`src/rtl/lsu_ctrl.sv`:
```
// Load/store unit controller: one memory op in flight, address/size checks
// before issue, req/ack handshake to data memory, registered result to writeback.
module lsu_ctrl #(
    parameter int TIMEOUT_CYCLES = 64,
    parameter int XLEN           = 64
) (
    input  logic            clk,
    input  logic            rst,
    input  logic            in_valid,
    output logic            in_ready,
    input  logic            in_is_load,
    input  logic            in_is_store,
    input  logic [2:0]      in_funct3,
    input  logic [XLEN-1:0] in_base,
    input  logic [XLEN-1:0] in_offset,
    input  logic [XLEN-1:0] in_wdata,
    input  logic [4:0]      in_rd,
    output logic            mem_req,
    output logic            mem_we,
    output logic [XLEN-1:0] mem_addr,
    output logic [7:0]      mem_word_sel,
    output logic [XLEN-1:0] mem_wdata,
    input  logic            mem_ack,
    input  logic [XLEN-1:0] mem_rdata,
    input  logic            mem_exc_en,
    input  logic [3:0]      mem_exc_code,
    output logic            out_valid,
    output logic [4:0]      out_rd,
    output logic            out_rd_we,
    output logic [XLEN-1:0] out_data,
    output logic            exc_en,
    output logic [3:0]      exc_code,
    output logic [XLEN-1:0] exc_val
);

    localparam int CW = (TIMEOUT_CYCLES > 2) ? $clog2(TIMEOUT_CYCLES) : 1;
    localparam logic [CW-1:0] CNT_LAST = CW'(TIMEOUT_CYCLES - 1);

    localparam logic [3:0] EXC_ILLEGAL  = 4'd2;
    localparam logic [3:0] EXC_LD_MISAL = 4'd4;
    localparam logic [3:0] EXC_LD_FAULT = 4'd5;
    localparam logic [3:0] EXC_ST_MISAL = 4'd6;
    localparam logic [3:0] EXC_ST_FAULT = 4'd7;

    typedef enum logic [1:0] {IDLE, REQ, RESP} state_t;

    typedef struct packed {
        logic            store;
        logic [2:0]      funct3;
        logic [4:0]      rd;
        logic [XLEN-1:0] addr;
    } op_t;

    state_t        state;
    op_t           op_q;
    logic [CW-1:0] cnt;

    logic [XLEN-1:0] eff_addr;
    logic            accept;
    logic            illegal;
    logic            misal;

    function automatic logic [XLEN-1:0] size_mask(input logic [1:0] sz);
        case (sz)
            2'b00:   size_mask = {{(XLEN-8){1'b0}}, 8'hFF};
            2'b01:   size_mask = {{(XLEN-16){1'b0}}, 16'hFFFF};
            2'b10:   size_mask = {{(XLEN-32){1'b0}}, 32'hFFFF_FFFF};
            default: size_mask = '1;
        endcase
    endfunction

    function automatic logic [7:0] byte_sel(input logic [1:0] sz);
        case (sz)
            2'b00:   byte_sel = 8'h01;
            2'b01:   byte_sel = 8'h03;
            2'b10:   byte_sel = 8'h0F;
            default: byte_sel = 8'hFF;
        endcase
    endfunction

    function automatic logic [XLEN-1:0] load_ext(input logic [2:0] f3, input logic [XLEN-1:0] d);
        case (f3)
            3'b000:  load_ext = {{(XLEN-8){d[7]}}, d[7:0]};
            3'b001:  load_ext = {{(XLEN-16){d[15]}}, d[15:0]};
            3'b010:  load_ext = {{(XLEN-32){d[31]}}, d[31:0]};
            3'b100:  load_ext = {{(XLEN-8){1'b0}}, d[7:0]};
            3'b101:  load_ext = {{(XLEN-16){1'b0}}, d[15:0]};
            3'b110:  load_ext = {{(XLEN-32){1'b0}}, d[31:0]};
            default: load_ext = d;
        endcase
    endfunction

    // Checks use the same sum that gets latched, so the fault path needs no extra cycle.
    assign eff_addr = in_base + in_offset;
    assign accept   = in_valid & (in_is_load | in_is_store);
    assign illegal  = (in_funct3 == 3'b111) | (in_is_store & in_funct3[2]);

    always_comb begin
        misal = 1'b0;
        case (in_funct3[1:0])
            2'b01:   misal = eff_addr[0];
            2'b10:   misal = |eff_addr[1:0];
            2'b11:   misal = |eff_addr[2:0];
            default: misal = 1'b0;
        endcase
    end

    always_ff @(posedge clk) begin
        if (rst) begin
            state        <= IDLE;
            op_q         <= '0;
            cnt          <= '0;
            in_ready     <= 1'b1;
            mem_req      <= 1'b0;
            mem_we       <= 1'b0;
            mem_addr     <= '0;
            mem_word_sel <= '0;
            mem_wdata    <= '0;
            out_valid    <= 1'b0;
            out_rd       <= '0;
            out_rd_we    <= 1'b0;
            out_data     <= '0;
            exc_en       <= 1'b0;
            exc_code     <= '0;
            exc_val      <= '0;
        end else begin
            case (state)
                IDLE: begin
                    if (accept) begin
                        in_ready    <= 1'b0;
                        cnt         <= '0;
                        op_q.store  <= in_is_store;
                        op_q.funct3 <= in_funct3;
                        op_q.rd     <= in_rd;
                        op_q.addr   <= eff_addr;
                        if (illegal || misal) begin
                            state     <= RESP;
                            out_valid <= 1'b1;
                            out_rd    <= in_rd;
                            out_rd_we <= 1'b0;
                            out_data  <= '0;
                            exc_en    <= 1'b1;
                            if (illegal) begin
                                exc_code <= EXC_ILLEGAL;
                                exc_val  <= '0;
                            end else begin
                                exc_code <= in_is_store ? EXC_ST_MISAL : EXC_LD_MISAL;
                                exc_val  <= eff_addr;
                            end
                        end else begin
                            state        <= REQ;
                            mem_req      <= 1'b1;
                            mem_we       <= in_is_store;
                            mem_addr     <= eff_addr;
                            mem_word_sel <= byte_sel(in_funct3[1:0]);
                            mem_wdata    <= in_wdata & size_mask(in_funct3[1:0]);
                        end
                    end
                end

                REQ: begin
                    // An ack in the last allowed cycle beats the timeout.
                    if (mem_ack) begin
                        state     <= RESP;
                        mem_req   <= 1'b0;
                        out_valid <= 1'b1;
                        out_rd    <= op_q.rd;
                        if (mem_exc_en) begin
                            out_rd_we <= 1'b0;
                            out_data  <= '0;
                            exc_en    <= 1'b1;
                            exc_code  <= mem_exc_code;
                            exc_val   <= op_q.addr;
                        end else begin
                            out_rd_we <= ~op_q.store;
                            out_data  <= op_q.store ? '0 : load_ext(op_q.funct3, mem_rdata);
                            exc_en    <= 1'b0;
                        end
                    end else if (cnt == CNT_LAST) begin
                        state     <= RESP;
                        mem_req   <= 1'b0;
                        out_valid <= 1'b1;
                        out_rd    <= op_q.rd;
                        out_rd_we <= 1'b0;
                        out_data  <= '0;
                        exc_en    <= 1'b1;
                        exc_code  <= op_q.store ? EXC_ST_FAULT : EXC_LD_FAULT;
                        exc_val   <= op_q.addr;
                    end else begin
                        cnt <= cnt + 1'b1;
                    end
                end

                RESP: begin
                    state     <= IDLE;
                    in_ready  <= 1'b1;
                    out_valid <= 1'b0;
                    out_rd_we <= 1'b0;
                    out_data  <= '0;
                    exc_en    <= 1'b0;
                end

                default: begin
                    state    <= IDLE;
                    in_ready <= 1'b1;
                    mem_req  <= 1'b0;
                end
            endcase
        end
    end

endmodule
```
`config.mk`:
```
export PLATFORM = sky130hd
export DESIGN_NAME = lsu_ctrl
export DESIGN_NICKNAME = d
export VERILOG_FILES = /design/src/rtl/lsu_ctrl.sv
export SDC_FILE = /design/constraint.sdc
export NUM_CORES = 1
export LEC_CHECK = 0
export CAP_MARGIN = 20
export CORE_AREA = 5 5 215 217
export DETAILED_ROUTE_END_ITERATION = 16
export DIE_AREA = 0 0 220 222
export PLACE_DENSITY = 0.82
export SYNTH_ARGS = -nofsm -noshare
export SYNTH_HDL_FRONTEND = slang
export SYNTH_SLANG_ARGS = --single-unit
```
`constraint.sdc`:
```
create_clock -name clk -period 3.6 [get_ports clk]
set_input_delay 0.72 -clock clk [delete_from_list [all_inputs] [get_ports clk]]
set_output_delay 0.72 -clock clk [all_outputs]
set_load 0.01 [all_outputs]
```
**Run 1: signal wires on met2**

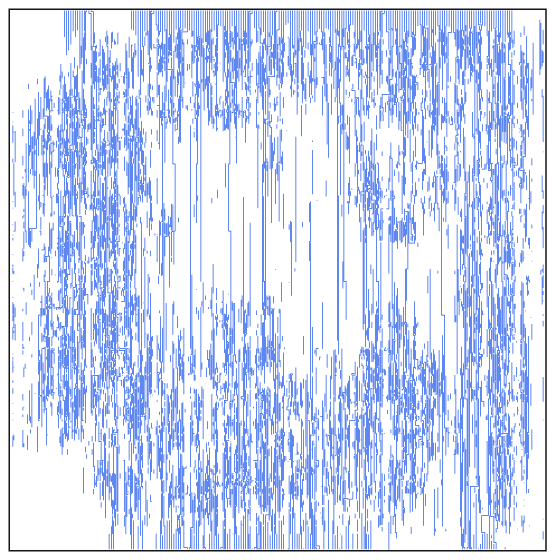
longest straight run: 116 um
share of all routed wire: 49%
main direction: vertical
wire length on this layer: 36.1 mm
nets with wire on the layer: 2818
wirelength, routed: 74020 um
vias post-DR: 19640
met2 usage: 48.32%

**Run 1: signal wires on met4**

Scale bar: 50 um.
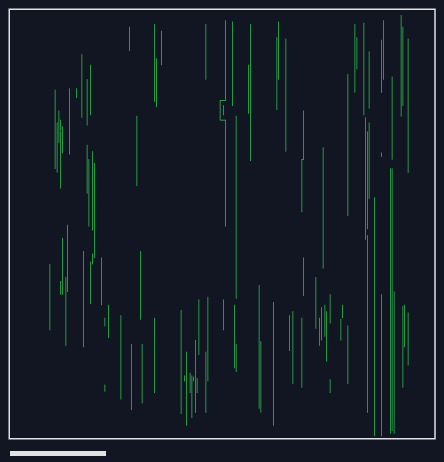
main direction: vertical
wire length on this layer: 3730 um

**Run 1: clock wiring as the flow saved it**

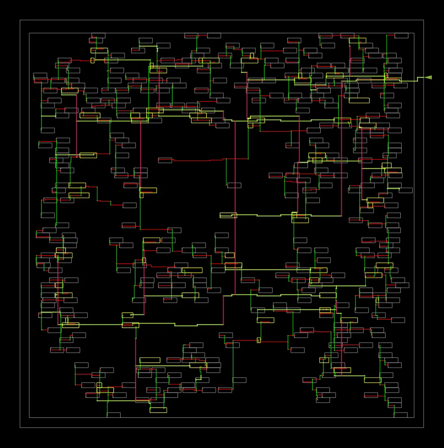
layout clock buffer count: 52
clock network power: 4.51 mW
Skew-Pair Late Insertion Delay: 0.59 ns
number of sinks on the clock net: 356

**Run 1: signal wires on met3**

Scale bar: 50 um.
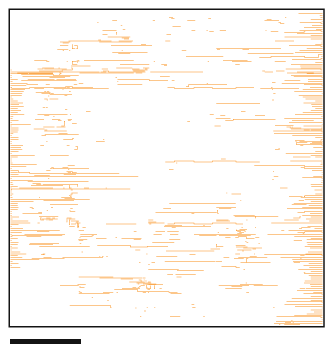
nets with wire on the layer: 514
longest straight run: 89.5 um
met3 Resource Use GR: 7.046%

==> impl_metrics.csv, run 1 <==
group,metric,value,unit
status,status,"complete, no violations",
setup_path,worst-path-max-fanout,6,
logic_synthesis,synth-async-reset-ratio,0,%
global_route,grt_max_degree,142,
clocking,postCtsHoldBufs,0,
logic_synthesis,synth_area,17130,um^2
global_route,wire_length_of_the_first_global_routing_pass,108900,um
logic_synthesis,postSynthAreaPerCell,7.821,um^2
die,ports_placed_on_the_boundary,554,
setup_path,worstSetupEndpointType,"flip-flop",
setup_path,total_number_of_cells_along_the_worst_setup_path,12,
layout,drive_above_1_share,14.34,%
clocking,clkSlewWorstSetupHoldPaths,0.06,ns
logic_synthesis,yosys_warnings,0,
flow_run,count_of_warning_messages_emitted_by_the_tools,31,
detailed_routing,final_antenna_net_count,0,
setup_path,regToRegSetupSlack,0.79,ns
setup_path,critPathMostFrequentCell,"or4_4",
power_and_ir_drop,design_power_total,12.93,mW
logic_synthesis,share_of_cell_area_taken_by_muxes_after_synthesis,0.9423,%
timing,setup-tns-final,0,ns
layout,diodes,0,
clocking,tritoncts,"built",
placed_design,placedCellCount,3418,
detailed_routing,drt-pass1-iter-count,6,
layout,fill_cells,3596,
clocking,cts-root-buf,"clkbuf_16",
timing,finalClockPeriodUsage,99.49,%
timing,final-hold-violation-count,0,
logic_synthesis,post-synth-top-area-cell,"dfxtp_1",
global_route,grt_use_met1,32.25,%
-- run 1: area by class of cell --
class / instances / area, um^2 / share of cell area [%]
clock inverter: 22 / 302.8 / 1.125
tap: 592 / 740.7 / 2.753
sequential: 356 / 7127 / 26.48
multi-input combinational: 1640 / 9673 / 35.95
inverter: 21 / 78.83 / 0.2929
timing repair buffer: 823 / 7840 / 29.13
clock buffer: 52 / 1147 / 4.264
-- run 1: metal layers --
| layer | routed length (um) | vias up |
|---|---|---|
| li1 | - | 9110 |
| met2 | 36130 | 1000 |
| met4 | 3734 | 2 |
| met3 | 6676 | 222 |
| met5 | 13 | - |
| met1 | 27460 | 9308 |
-- run 1: where the power goes --
group / switching [mW] / internal [mW]
clock network: 1.80 / 2.70
registers: 0.234 / 4.29
logic: 2.06 / 1.84
--- run 2 (diff from run 1) ---
==> config.mk (replaced) <==
export PLATFORM = sky130hd
export DESIGN_NAME = lsu_ctrl
export DESIGN_NICKNAME = d
export VERILOG_FILES = /design/src/rtl/lsu_ctrl.sv
export SDC_FILE = /design/constraint.sdc
export NUM_CORES = 1
export LEC_CHECK = 0
export ABC_AREA = 1
export CAP_MARGIN = 20
export CORE_MARGIN = 5
export CORE_UTILIZATION = 45
export DETAILED_ROUTE_END_ITERATION = 16
export PLACE_DENSITY_LB_ADDON = 0.15
export SYNTH_ARGS = -nofsm -noshare
export SYNTH_HDL_FRONTEND = slang
export SYNTH_SLANG_ARGS = --single-unit
==> constraint.sdc (replaced) <==
create_clock -name clk -period 3.4 [get_ports clk]
set_input_delay 0.68 -clock clk [delete_from_list [all_inputs] [get_ports clk]]
set_output_delay 0.68 -clock clk [all_outputs]
set_load 0.01 [all_outputs]
**Run 2: signal wires on met4**

Scale bar: 50 um.
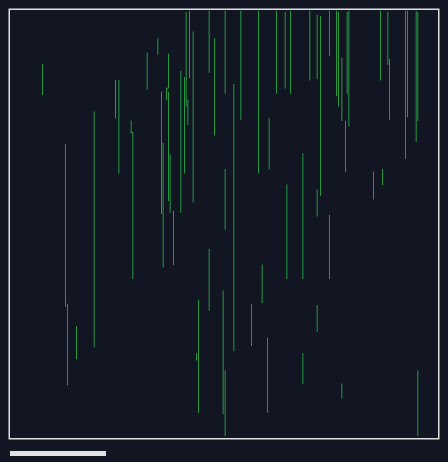
wirelength, routed: 82400 um
vias post-DR: 22620

==> run 2 against run 1 <==
Compared with the run above: utilization increased by 1.8 points; global-route usage rose by 3.7 points; combinational power grew 3%; via count increased by 15%; non-clock buffer count is 204 lower; worst setup slack improved by 0.42 ns; largest power group unchanged; clock skew down 0.0091 ns; first-iteration DRC count grew 13%; register-to-register slack better by 0.25 ns; total power increased by 3.5%; final area rose by 4.1%; critical path depth unchanged; critical path type unchanged.
==> impl_metrics.csv, run 2 <==
group,metric,value,unit
status,status,"complete, no violations",
power_and_ir_drop,share_clk_of_total_power,33.5,%
global_route,globalRouteMet2Util,53.95,%
global_route,wire_length_of_the_first_global_routing_pass,125800,um
timing,setup-tns-final,0,ns
flow_run,count_of_warning_messages_emitted_by_the_tools,30,
die,ports_placed_on_the_boundary,554,
power_and_ir_drop,seq_power,4.86,mW
setup_path,worst-path-max-fanout,22,
clocking,postCtsHoldBufs,0,
detailed_routing,routed.top_layer,"met4",
layout,area.share.sequential,25.44,%
layout,comb_cells,2201,
layout,number_of_buffers_outside_the_clock_class_in_the_layout,619,
layout,drive_above_1_share,4.138,%
layout,clock_cell_area_share,4.957,%
detailed_routing,final_antenna_net_count,0,
layout,diodes,5,
layout,fill_cells,4178,
layout,area.sequential,7127,um^2
power_and_ir_drop,seqPwrFrac,36.3,%
**Run 2: clock wiring as the flow saved it**

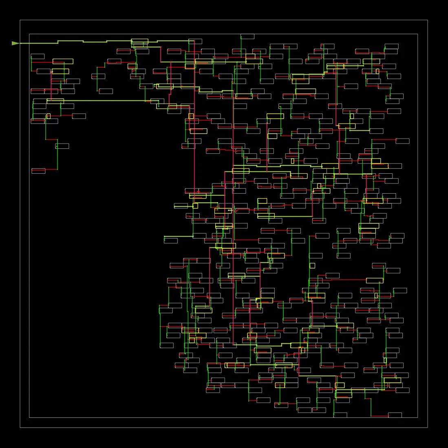
number of CTS-inserted buffers: 40
sequential cell count of the final layout: 356
clock network power: 4.49 mW
Max Clock Skew: 0.02551 ns
Skew-Pair Late Insertion Delay: 0.58 ns

run 2: netlist changes by cell type in the layout (fill, tap and decap cells not counted), sizes merged, moves of 47 or more:
cell	delta
o21ai	+62
a221oi	-47
inv	+474
buf	-204
nand2	+650
nor3	-49
nand3	+122
run 2: worst paths after layout:
check	to	slack, ns	cells after the start
hold / removal	out_rd[0]	0.45	2
setup reg to reg	exc_val[0]	1.04	9
hold reg to reg	out_rd[0]	0.45	2
setup / recovery	mem_addr[27]	0.44	12
run 2: kinds of logic (layout without fill, tap and decap cells):
group | after synthesis | in the layout
other | 0 | 5
AND/OR/NAND/NOR | 1489 | 1489
XOR/XNOR | 30 | 30
buffers and inverters | 653 | 1189
flip-flops | 356 | 356
AND-OR/OR-AND | 614 | 614
adder cells (fa/ha/maj) | 68 | 68
Power and IR drop assume default switching activity.
